`src/rtl/pipe_hazard_ctrl.sv`:
```
// pipe_hazard_ctrl - pipeline control unit for the 5-stage RV32I core.
//
// Owns every hold/flush control for PC, IF/ID and ID/EX:
//   * per-register pending-write scoreboard -> RAW / saturation stall
//   * EX branch/jump redirect -> PC redirect plus multi-cycle flush of IF/ID, ID/EX
//
// Parameters
//   CNT_W         width of each pending-write counter (max in-flight writers 2^CNT_W-1)
//   FLUSH_CYCLES  flush length per redirect, including the jump cycle (>=1)
//
// Ports
//   clk, rst                       core clock, synchronous active-high reset
//   id2cu_*                        decode info of the instruction sitting in ID
//   ex2cu_jump_en_i/_addr_i        taken branch/jump resolved in EX
//   wb2cu_wb_en_i/_rd_addr_i       register file write in WB
//   cu2pc_hold_o, cu2ifid_hold_o   freeze PC / IF/ID (RAW stall)
//   cu2ifid_flush_o                NOP into IF/ID (redirect)
//   cu2idex_flush_o                bubble into ID/EX (redirect or stall)
//   cu2pc_jump_en_o/_addr_o        PC redirect, zero latency from EX
//   cu2id_issue_o                  instruction in ID advances this cycle
//
// Build option
//   HAZARD_PERF_CNT_EN  adds cu_stall_cnt_o / cu_flush_cnt_o performance counters.
//
// All outputs are forced low while rst is high.
//
// state  | meaning
// -------+---------------------------------------------------------------
// IDLE   | no redirect in progress; flush only if EX jumps this cycle
// FLUSH  | trailing flush cycles after a redirect, fcnt = cycles left

module pipe_hazard_ctrl #(
  parameter int CNT_W        = 2,
  parameter int FLUSH_CYCLES = 2
) (
  input  logic        clk,
  input  logic        rst,
  input  logic        id2cu_valid_i,
  input  logic [4:0]  id2cu_rs1_addr_i,
  input  logic [4:0]  id2cu_rs2_addr_i,
  input  logic [4:0]  id2cu_rd_addr_i,
  input  logic        id2cu_wb_en_i,
  input  logic        ex2cu_jump_en_i,
  input  logic [31:0] ex2cu_jump_addr_i,
  input  logic        wb2cu_wb_en_i,
  input  logic [4:0]  wb2cu_rd_addr_i,
  output logic        cu2pc_hold_o,
  output logic        cu2ifid_hold_o,
  output logic        cu2ifid_flush_o,
  output logic        cu2idex_flush_o,
  output logic        cu2pc_jump_en_o,
  output logic [31:0] cu2pc_jump_addr_o,
  output logic        cu2id_issue_o
`ifdef HAZARD_PERF_CNT_EN
  ,
  output logic [31:0] cu_stall_cnt_o,
  output logic [31:0] cu_flush_cnt_o
`endif
);

  localparam logic [CNT_W-1:0] CNT_MAX = {CNT_W{1'b1}};
  localparam int FC_W = (FLUSH_CYCLES > 2) ? $clog2(FLUSH_CYCLES) : 1;

  typedef enum logic {
    S_IDLE,
    S_FLUSH
  } state_t;

  state_t          state_q, state_d;
  logic [FC_W-1:0] fcnt_q, fcnt_d;

  logic [CNT_W-1:0] cnt_q [32];

  logic flush_active;
  logic raw;
  logic sat;
  logic stall;
  logic issue;

  // ---------------------------------------------------------------
  // Flush sequencer
  // ---------------------------------------------------------------
  always_ff @(posedge clk) begin
    if (rst) begin
      state_q <= S_IDLE;
      fcnt_q  <= '0;
    end else begin
      state_q <= state_d;
      fcnt_q  <= fcnt_d;
    end
  end

  // fcnt counts the FLUSH cycles still owed, including the current one,
  // so the jump cycle plus (FLUSH_CYCLES-1) FLUSH cycles gives the full length.
  always_comb begin
    state_d = state_q;
    fcnt_d  = fcnt_q;
    case (state_q)
      S_IDLE: begin
        if (ex2cu_jump_en_i) begin
          fcnt_d  = FC_W'(FLUSH_CYCLES - 1);
          state_d = (FLUSH_CYCLES > 1) ? S_FLUSH : S_IDLE;
        end
      end
      S_FLUSH: begin
        if (ex2cu_jump_en_i) begin
          fcnt_d  = FC_W'(FLUSH_CYCLES - 1);
          state_d = (FLUSH_CYCLES > 1) ? S_FLUSH : S_IDLE;
        end else if (fcnt_q <= FC_W'(1)) begin
          fcnt_d  = '0;
          state_d = S_IDLE;
        end else begin
          fcnt_d  = fcnt_q - FC_W'(1);
        end
      end
      default: begin
        state_d = S_IDLE;
        fcnt_d  = '0;
      end
    endcase
  end

  assign flush_active = ex2cu_jump_en_i | (state_q == S_FLUSH);

  // ---------------------------------------------------------------
  // Hazard detection
  // ---------------------------------------------------------------
  always_comb begin
    raw = ((id2cu_rs1_addr_i != 5'd0) && (cnt_q[id2cu_rs1_addr_i] != '0)) ||
          ((id2cu_rs2_addr_i != 5'd0) && (cnt_q[id2cu_rs2_addr_i] != '0));
    // Another writer would overflow the counter for rd.
    sat = id2cu_wb_en_i && (id2cu_rd_addr_i != 5'd0) &&
          (cnt_q[id2cu_rd_addr_i] == CNT_MAX);
  end

  assign stall = id2cu_valid_i & (raw | sat) & ~flush_active;
  assign issue = id2cu_valid_i & ~stall & ~flush_active;

  // ---------------------------------------------------------------
  // Scoreboard: x0 is held at zero so it never produces a hazard.
  // A WB decrement only becomes visible the cycle after, so a reader
  // in ID during the WB cycle still stalls once more.
  // ---------------------------------------------------------------
  always_ff @(posedge clk) begin
    for (int r = 0; r < 32; r++) begin
      if (rst || (r == 0)) begin
        cnt_q[r] <= '0;
      end else begin
        logic inc;
        logic dec;
        inc = issue && id2cu_wb_en_i && (id2cu_rd_addr_i == 5'(r));
        dec = wb2cu_wb_en_i && (wb2cu_rd_addr_i == 5'(r));
        if (inc && !dec && (cnt_q[r] != CNT_MAX)) begin
          cnt_q[r] <= cnt_q[r] + CNT_W'(1);
        end else if (dec && !inc && (cnt_q[r] != '0)) begin
          cnt_q[r] <= cnt_q[r] - CNT_W'(1);
        end
      end
    end
  end

  // ---------------------------------------------------------------
  // Outputs
  // ---------------------------------------------------------------
  assign cu2pc_hold_o      = ~rst & stall;
  assign cu2ifid_hold_o    = ~rst & stall;
  assign cu2ifid_flush_o   = ~rst & flush_active;
  assign cu2idex_flush_o   = ~rst & (flush_active | stall);
  assign cu2pc_jump_en_o   = ~rst & ex2cu_jump_en_i;
  assign cu2pc_jump_addr_o = rst ? 32'd0 : ex2cu_jump_addr_i;
  assign cu2id_issue_o     = ~rst & issue;

`ifdef HAZARD_PERF_CNT_EN
  logic [31:0] stall_cnt_q;
  logic [31:0] flush_cnt_q;

  always_ff @(posedge clk) begin
    if (rst) begin
      stall_cnt_q <= '0;
      flush_cnt_q <= '0;
    end else begin
      if (stall) stall_cnt_q <= stall_cnt_q + 32'd1;
      if (ex2cu_jump_en_i) flush_cnt_q <= flush_cnt_q + 32'd1;
    end
  end

  assign cu_stall_cnt_o = rst ? 32'd0 : stall_cnt_q;
  assign cu_flush_cnt_o = rst ? 32'd0 : flush_cnt_q;
`endif

endmodule

```
`config.mk`:
```
export PLATFORM = sky130hd
export DESIGN_NAME = pipe_hazard_ctrl
export DESIGN_NICKNAME = d
export VERILOG_FILES = /design/src/rtl/pipe_hazard_ctrl.sv
export SDC_FILE = /design/constraint.sdc
export NUM_CORES = 1
export LEC_CHECK = 0
export CAP_MARGIN = 20
export CORE_MARGIN = 2
export CORE_UTILIZATION = 57
export DETAILED_ROUTE_END_ITERATION = 16
export GPL_TIMING_DRIVEN = 0
export PLACE_DENSITY = 0.81
export SLEW_MARGIN = 30
export SYNTH_ARGS = -nofsm -noshare
export SYNTH_HDL_FRONTEND = slang
export SYNTH_SLANG_ARGS = --single-unit
```
`constraint.sdc`:
```
create_clock -name clk -period 4.4 [get_ports clk]
set_input_delay 1.1 -clock clk [delete_from_list [all_inputs] [get_ports clk]]
set_output_delay 1.1 -clock clk [all_outputs]
set_load 0.05 [all_outputs]
```
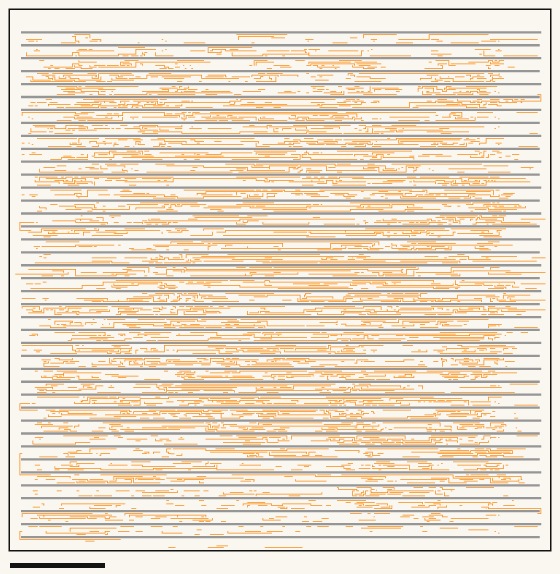
*Metal 1, run 1*
Bar = 20 microns. Supply wires on this layer in gray.
nets with wire on the layer: 963
longest straight run: 39.1 microns

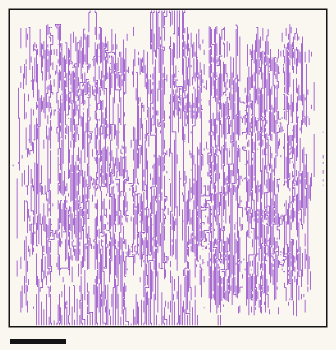
*The metal 2 layer, run 1*
Bar = 20 microns.
longest straight run: 42.3 microns
main direction: vertical
share of all routed wire: 44%
nets with wire on the layer: 915

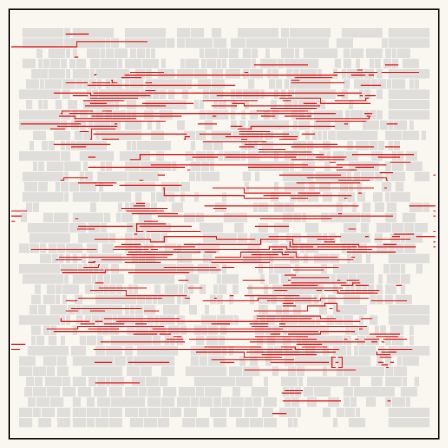
*Metal 3, run 1*
share of all routed wire: 13%
longest straight run: 70.8 microns
nets with wire on the layer: 179
main direction: horizontal

==> results.txt, run 1 <==
run metrics: worst IR drop on VDD=about 180 uV, Yosys top cell by area=edfxtp_1, flop share of the area=22.2%, 1st-iter DRT viols=971, starting density of the core=just under 60%, total congestion overflow=0, initial antenna violation count=1, Net Sw Power=between 0.6 and 0.7 mW, Final non-clock buffer share=15.6%, CTS Buf Count=9, synth top area cells=edfxtp_1, ha_1, mux4_2, tool warnings=roughly 57, Distinct lib cells used=between 70 and 80, Vias=7406, Net Sw Frac=32.1%, critical setup path kind=primary input to primary output, ys flop type=edfxtp_1, max cap viols=0, Crit path top cell by count=clkdlybuf4s50_1, Synth async-reset ratio=0%, CLK BUF=12, CP peak stage delay=730 ps, vias in the first global route=7307, synthesized net count=922, Die Y-Extent=around 110 microns, WL per Instance=24.9 microns, setup violators final=4, Syn Inst Count=~800, unrepaired setup endpoints after global routing=yes, Area Growth Syn to Fin=24.3%, CP bufs+invs=4, largest net degree at the start of global routing=12, top cell category=multi-input combinational cells, violated checks=negative setup slack, # diodes=0, Mean Syn Cell Area=8.50 sq um, CORE AREA=11600 sq um, crit-path cells=clkdlybuf4s50_1, clkbuf_2, clkbuf_1, nor2b_1, clkdlybuf4s50_1, Final Hold Fails=0, clk_lat worst skew=350 ps, number of tapcells=between 100 and 150, largest fanout on the critical path=10, worst slew pin tran=about 880 ps, Cell Area, Synth=6830 sq um, bufs w/o clock=151, final WL=between 20000 and 30000 microns, CP max-delay cell=clkdlybuf4s50_1, minimum clock period=4420 ps, registers=approximately 63, Clk pwr share=38.0%, clk tree area frac=3.73%, multi-input gate count=625, Total GRT Usage=41.4%, CP arrival=3320 ps, final worst-path cycle share=101%, HP Class=register to register, Max Clk Rate=0.226 GHz, Seq pwr share=34.4%, FILL cells=between 800 and 900, Max Root-Sink Buffers=2, synthesis area per yosys=6830 sq um, gpl congestion=1.07, status=complete, but fails checks, Synth top cells by count=nor2_1, inv_1, edfxtp_1, ha_1, nand2_1, fraction of area in multi-input gates=53.4%, setup ws final=-24.0 ps, Flop area=1880 sq um, warnings from Yosys=0, most frequent cell after synthesis=nor2_1, IO Pins=between 90 and 100, combinational share of power=27.5%, CP top delay family=buffers and inverters, chip area=about 13000 sq um, htree depth=3, DRC violations left=0, CTS tree=built, Routed Antenna Nets=0, Max transition margin=about two fifths, Post-synth EDFFs=62
[run 1: registers in the layout, summed over array words and instances (netlist names)]
name     flops
state_q      1
cnt_q       62
[run 1: final timing paths]
path	cells past startpoint	to	slack (ps)	from
min	1	cnt_q[30][0]$_DFFE_PP_	620	cnt_q[30][0]$_DFFE_PP_
max reg2reg	14	cnt_q[9][1]$_DFFE_PP_	760	cnt_q[16][0]$_SDFFCE_PN0P_
max	5	cu2pc_jump_en_o	-20	rst
min reg2reg	1	cnt_q[30][0]$_DFFE_PP_	620	cnt_q[30][0]$_DFFE_PP_
[run 1: power by group through the flow]
stage               combinational [mW]  sequential (mW)  clock (mW)
finish                           0.573            0.717       0.791
global route                     0.594            0.719       0.808
CTS                              0.537            0.714       0.787
detailed placement               0.511            0.727           0
global placement                 0.498            0.724           0
floorplan                        0.322            0.713           0
[run 1: metrics by stage]
step,worst slack [ps],area [sq um],std cells,hold slack (ps),setup TNS [ps]
floorplan,3.88,6860,804,577,0
global placement,-1810,7920,1035,600,-26280
detailed placement,-1820,7920,1035,614,-32720
CTS,9.59,8370,1059,626,0
global route,-50.9,8490,1065,650,-516
finish,-24.0,8490,1065,624,-36.2
[run 1: layer usage]
metal	part of all wire (%)	GRT usage [%]	vias to the layer above	routed length, microns
li1	-	-	3192	-
met1	37	52.7	3556	9830
met2	44	62.0	540	11500
met3	13	12.0	118	3510
met4	6.1	25.7	0	1630
met5	0	1.18	-	0
[run 1: logic make-up after synthesis]
kind of cell | synth area share (%)
muxes | 9.58
and+or+nand+nor | 27.8
buffers and inverters | 7.47
adders and majority gates | 11.0
AOI/OAI and AO/OA | 16.5
DFF | 27.5
xor gates and xnor gates | 0.128
[run 1: repair_timing]
action	4_1_cts	5_1_grt
endpoints found under the setup margin	63	30
setup buffers	9	6
resized	64	27
pin swaps	7	5
## Run 2: what changed since run 1
--- a/config.mk
+++ b/config.mk
@@ -6,11 +6,13 @@
 export NUM_CORES = 1
 export LEC_CHECK = 0
 export CAP_MARGIN = 20
+export CELL_PAD_IN_SITES_DETAIL_PLACEMENT = 2
+export CELL_PAD_IN_SITES_GLOBAL_PLACEMENT = 2
 export CORE_MARGIN = 2
-export CORE_UTILIZATION = 57
+export CORE_UTILIZATION = 34
 export DETAILED_ROUTE_END_ITERATION = 16
 export GPL_TIMING_DRIVEN = 0
-export PLACE_DENSITY = 0.81
+export PLACE_DENSITY = 0.8
 export SLEW_MARGIN = 30
 export SYNTH_ARGS = -nofsm -noshare
 export SYNTH_HDL_FRONTEND = slang
==> results.txt, run 2 <==
run metrics: status=complete, no violations, Crit path top cell by count=mux4_2, crit-path cells=buf_12, mux4_2, mux4_2, o221ai_4, nand3_4, buf_4, or2_4, nor3_4, buf_6, CTS Buf Count=9, Seq pwr share=between 30% and 40%, most frequent cell after synthesis=nor2_1, final worst-path cycle share=99.3%, FF-to-FF End=cnt_q[20][1]$_DFFE_PP_, Max Clk Rate=roughly 0.23 GHz, synth top area cells=edfxtp_1, ha_1, mux4_2, 1st-iter DRT viols=626, Net Sw Power=between 0.7 and 0.8 mW, combinational share of power=between 20 and 30%, initial antenna violation count=2, Clk pwr share=about 36%, unrepaired setup endpoints after global routing=yes, Distinct lib cells used=around 70, worst slew pin tran=about 1000 ps, Metal-1 WL=13200 microns, R2R depth=10, Yosys top cell by area=edfxtp_1, gpl congestion=1.04, chip area=about 21000 sq um, Largest regs=cnt_q (62), state_q (1), Synth top cells by count=nor2_1, inv_1, edfxtp_1, ha_1, nand2_1, htree depth=3, setup ws final=~30 ps, CP max-delay cell=mux4_2, GR Util met3=slightly above 6%, Die Y-Extent=146 microns, # diodes=0, Mean Syn Cell Area=8.50 sq um, synthesis area per yosys=6830 sq um, warnings from Yosys=0, final WL=32500 microns, CORE AREA=19600 sq um, synthesized net count=922, Final TNS setup=0 ps, starting density of the core=34.9%, Synth async-reset ratio=0%
==> run 2: per-stage QoR <==
stage                     area (sq um)  utilization, %  instances
after global placement            8070            41.2       1157
after CTS                         8590            43.9       1184
after global routing              8690            44.4       1188
after detailed placement          8070            41.2       1157
final                             8690            44.4       1188
after floorplan                   6860               -        804
==> run 2: how the worst min path moves through the flow <==
stage	end	slack, ps	cells past startpoint
6_report	cnt_q[30][0]$_DFFE_PP_	630	1
5_1_grt	cnt_q[30][0]$_DFFE_PP_	650	1
4_1_cts	cnt_q[30][0]$_DFFE_PP_	630	1
3_5_place_dp	cnt_q[30][0]$_DFFE_PP_	620	1
3_3_place_gp	cnt_q[27][0]$_DFFE_PP_	600	1
2_1_floorplan	cnt_q[4][0]$_DFFE_PP_	580	1
==> run 2: area by class of cell <==
cell class | count | area share (%)
clock inverters | 2 | 0.144
inverters | 67 | 2.94
repair buffers | 104 | 11.6
clock buffers | 14 | 3.27
flip-flops and latches | 63 | 21.7
multi-input cells | 625 | 52.7
plain buffers | 48 | 3.92
well taps | 265 | 3.82
==> run 2: worst max-delay path: cells and delay by family <==
kind / cells / cell delay (ps)
muxes: 2 / 1070
buffers and inverters: 3 / 460
AOI/OAI and AO/OA: 1 / 110
and+or+nand+nor: 3 / 530
==> run 2: cells by family (layout without fill, tap and decap cells) <==
family	after synthesis	in the layout	share of synthesized area, %
multiplexers	45	45	9.58
buffers and inverters	116	235	7.47
AND/OR/NAND/NOR	359	359	27.8
XOR/XNOR	1	1	0.128
flip-flops	63	63	27.5
AND-OR/OR-AND	160	160	16.5
adder cells (fa/ha/maj)	60	60	11.0
==> run 2: what timing repair did <==
item	CTS	global route
buffers inserted	10	4
hold buffers	0	0
gates resized	80	26
cloned	2	0
pin swaps	9	6
setup endpoints to repair	91	33
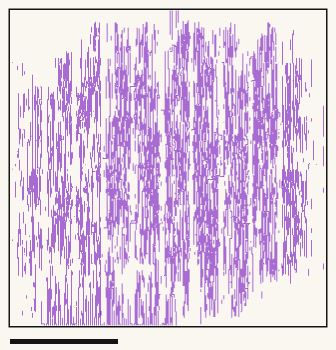
*The metal 2 layer, run 2*
Bar = 50 microns.
longest straight run: 81.3 microns
wire length on this layer: 15900 microns

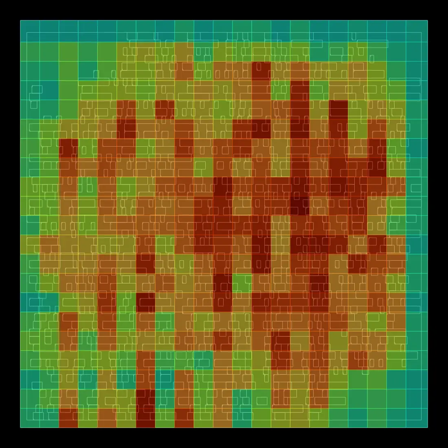
*Routing congestion map, run 2*
layer with the highest usage: met2
met1 Track Usage GR: 37.8%
met2 usage: 51.2%

## Run 3: what changed since run 2
--- a/config.mk
+++ b/config.mk
@@ -11,8 +11,9 @@
 export CORE_MARGIN = 2
 export CORE_UTILIZATION = 34
 export DETAILED_ROUTE_END_ITERATION = 16
-export GPL_TIMING_DRIVEN = 0
+export HOLD_SLACK_MARGIN = 0.12
 export PLACE_DENSITY = 0.8
+export REMOVE_ABC_BUFFERS = 1
 export SLEW_MARGIN = 30
 export SYNTH_ARGS = -nofsm -noshare
 export SYNTH_HDL_FRONTEND = slang
==> results.txt, run 3 <==
run metrics: Area Growth Syn to Fin=32.2%, Distinct lib cells used=72, largest net degree at the start of global routing=roughly 67, Largest register FFs=62, Cell Area, Synth=6830 sq um, gpl congestion=approximately 0.93, vias in the first global route=7967, max cap viols=0, final worst-path cycle share=98.8%, Net Sw Frac=33.2%, # diodes=0, warnings from Yosys=0, setup violators final=0, synth top area cells=edfxtp_1, ha_1, mux4_2, R2R setup slack=660 ps, crit-path cells=dlygate4sd2_1, buf_12, nor3_4, a21oi_1, a211o_1, a32oi_2, nand3_2, or2_4, nor3_4, buf_12, Synth async-reset ratio=0%, tool warnings=55, Syn Inst Count=804, largest fanout on the critical path=10, Die Y-Extent=roughly 150 microns, fin cells=1201, cell total after placement=between 1000 and 1500, Max Clk Rate=0.230 GHz, r2r startpoint=cnt_q[8][0]$_DFFE_PP_, starting density of the core=34.9%, Seq pwr share=34.0%, Max transition margin=41.5%, Min-Delay Startpoint=cnt_q[30][0]$_DFFE_PP_, Clk pwr share=37.1%, Final Hold Fails=0, IO Pins=96, most frequent cell after synthesis=nor2_1, critical path startpoint=id2cu_rs1_addr_i[0], combinational share of power=28.8%, Yosys top cell by area=edfxtp_1, FF-to-FF End=cnt_q[17][0]$_DFFE_PP_, minimum clock period=between 4000 and 5000 ps, total congestion overflow=0, CP arrival=3250 ps, WL per Instance=26.3 microns, Post-synth EDFFs=62, status=complete, no violations, ys flop type=edfxtp_1, Max Root-Sink Buffers=2, Largest regs=cnt_q (62), state_q (1), Mean Syn Cell Area=roughly 8.5 sq um, Hold Slack=634 ps, pre-CTS WS=-340 ps
-- run 3: cell type report --
class                   instances  area (sq um)  area share, %
clock buffers                   9           225           2.49
clock inverters                 6          76.3          0.845
flip-flops and latches         63          1880           20.8
inverters                      67           258           2.85
repair buffers                166          1630           18.1
well taps                     265           332           3.67
multi-input cells             625          4630           51.2
-- run 3: power groups by stage --
stage                     sequential [mW]  combinational [mW]  clock [mW]
after floorplan                     0.713               0.276           0
after global placement              0.730               0.535           0
after detailed placement            0.731               0.556           0
after CTS                           0.721               0.599       0.796
after global routing                0.726               0.646       0.816
final                               0.723               0.613       0.789
-- run 3: worst min path at each step --
stage	end	slack [ps]	cells after the start
after floorplan	cnt_q[4][0]$_DFFE_PP_	580	1
final	cnt_q[30][0]$_DFFE_PP_	630	1
after CTS	cnt_q[30][0]$_DFFE_PP_	630	1
after detailed placement	cnt_q[30][0]$_DFFE_PP_	620	1
after global placement	cnt_q[4][0]$_DFFE_PP_	610	1
after global routing	cnt_q[30][0]$_DFFE_PP_	660	1
-- run 3: cell families after synthesis --
group,Yosys count,share of synthesized area (%)
buf+inv,116,7.47
xor+xnor,1,0.128
fa+ha+maj,60,11.0
flops,63,27.5
simple gates,359,27.8
compound gates,160,16.5
mux,45,9.58
-- run 3: per-layer routing --
layer / share of wire [%] / vias to the layer above / GRT usage (%)
met5: 0 / - / 0
li1: - / 3219 / -
met4: 4.3 / 0 / 14.1
met2: 51 / 253 / 52.6
met3: 4.8 / 74 / 4.33
met1: 40 / 3665 / 35.6
-- run 3: what timing repair did --
action / in CTS / in global routing
gates cloned: 2 / 1
setup endpoints to repair: 4 / 7
buffers inserted: 10 / 1
resized: 46 / 22
pin swaps: 16 / 12
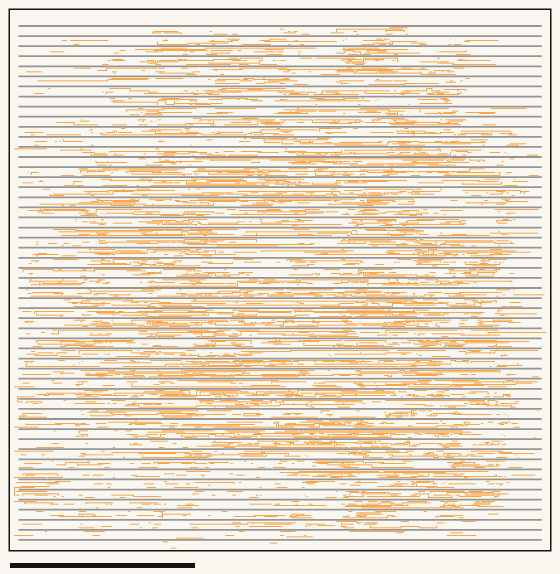
*Metal 1, run 3*
Bar = 50 microns. Supply wires on this layer in gray.
share of all routed wire: 40%
wire length on this layer: 12600 microns
main direction: horizontal

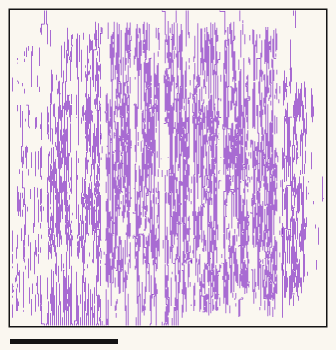
*The metal 2 layer, run 3*
Bar = 50 microns.
Vias: 7211
met2 usage: 52.6%
final WL: 31600 microns

No activity file was given, so power comes from the tool's default toggle rates.
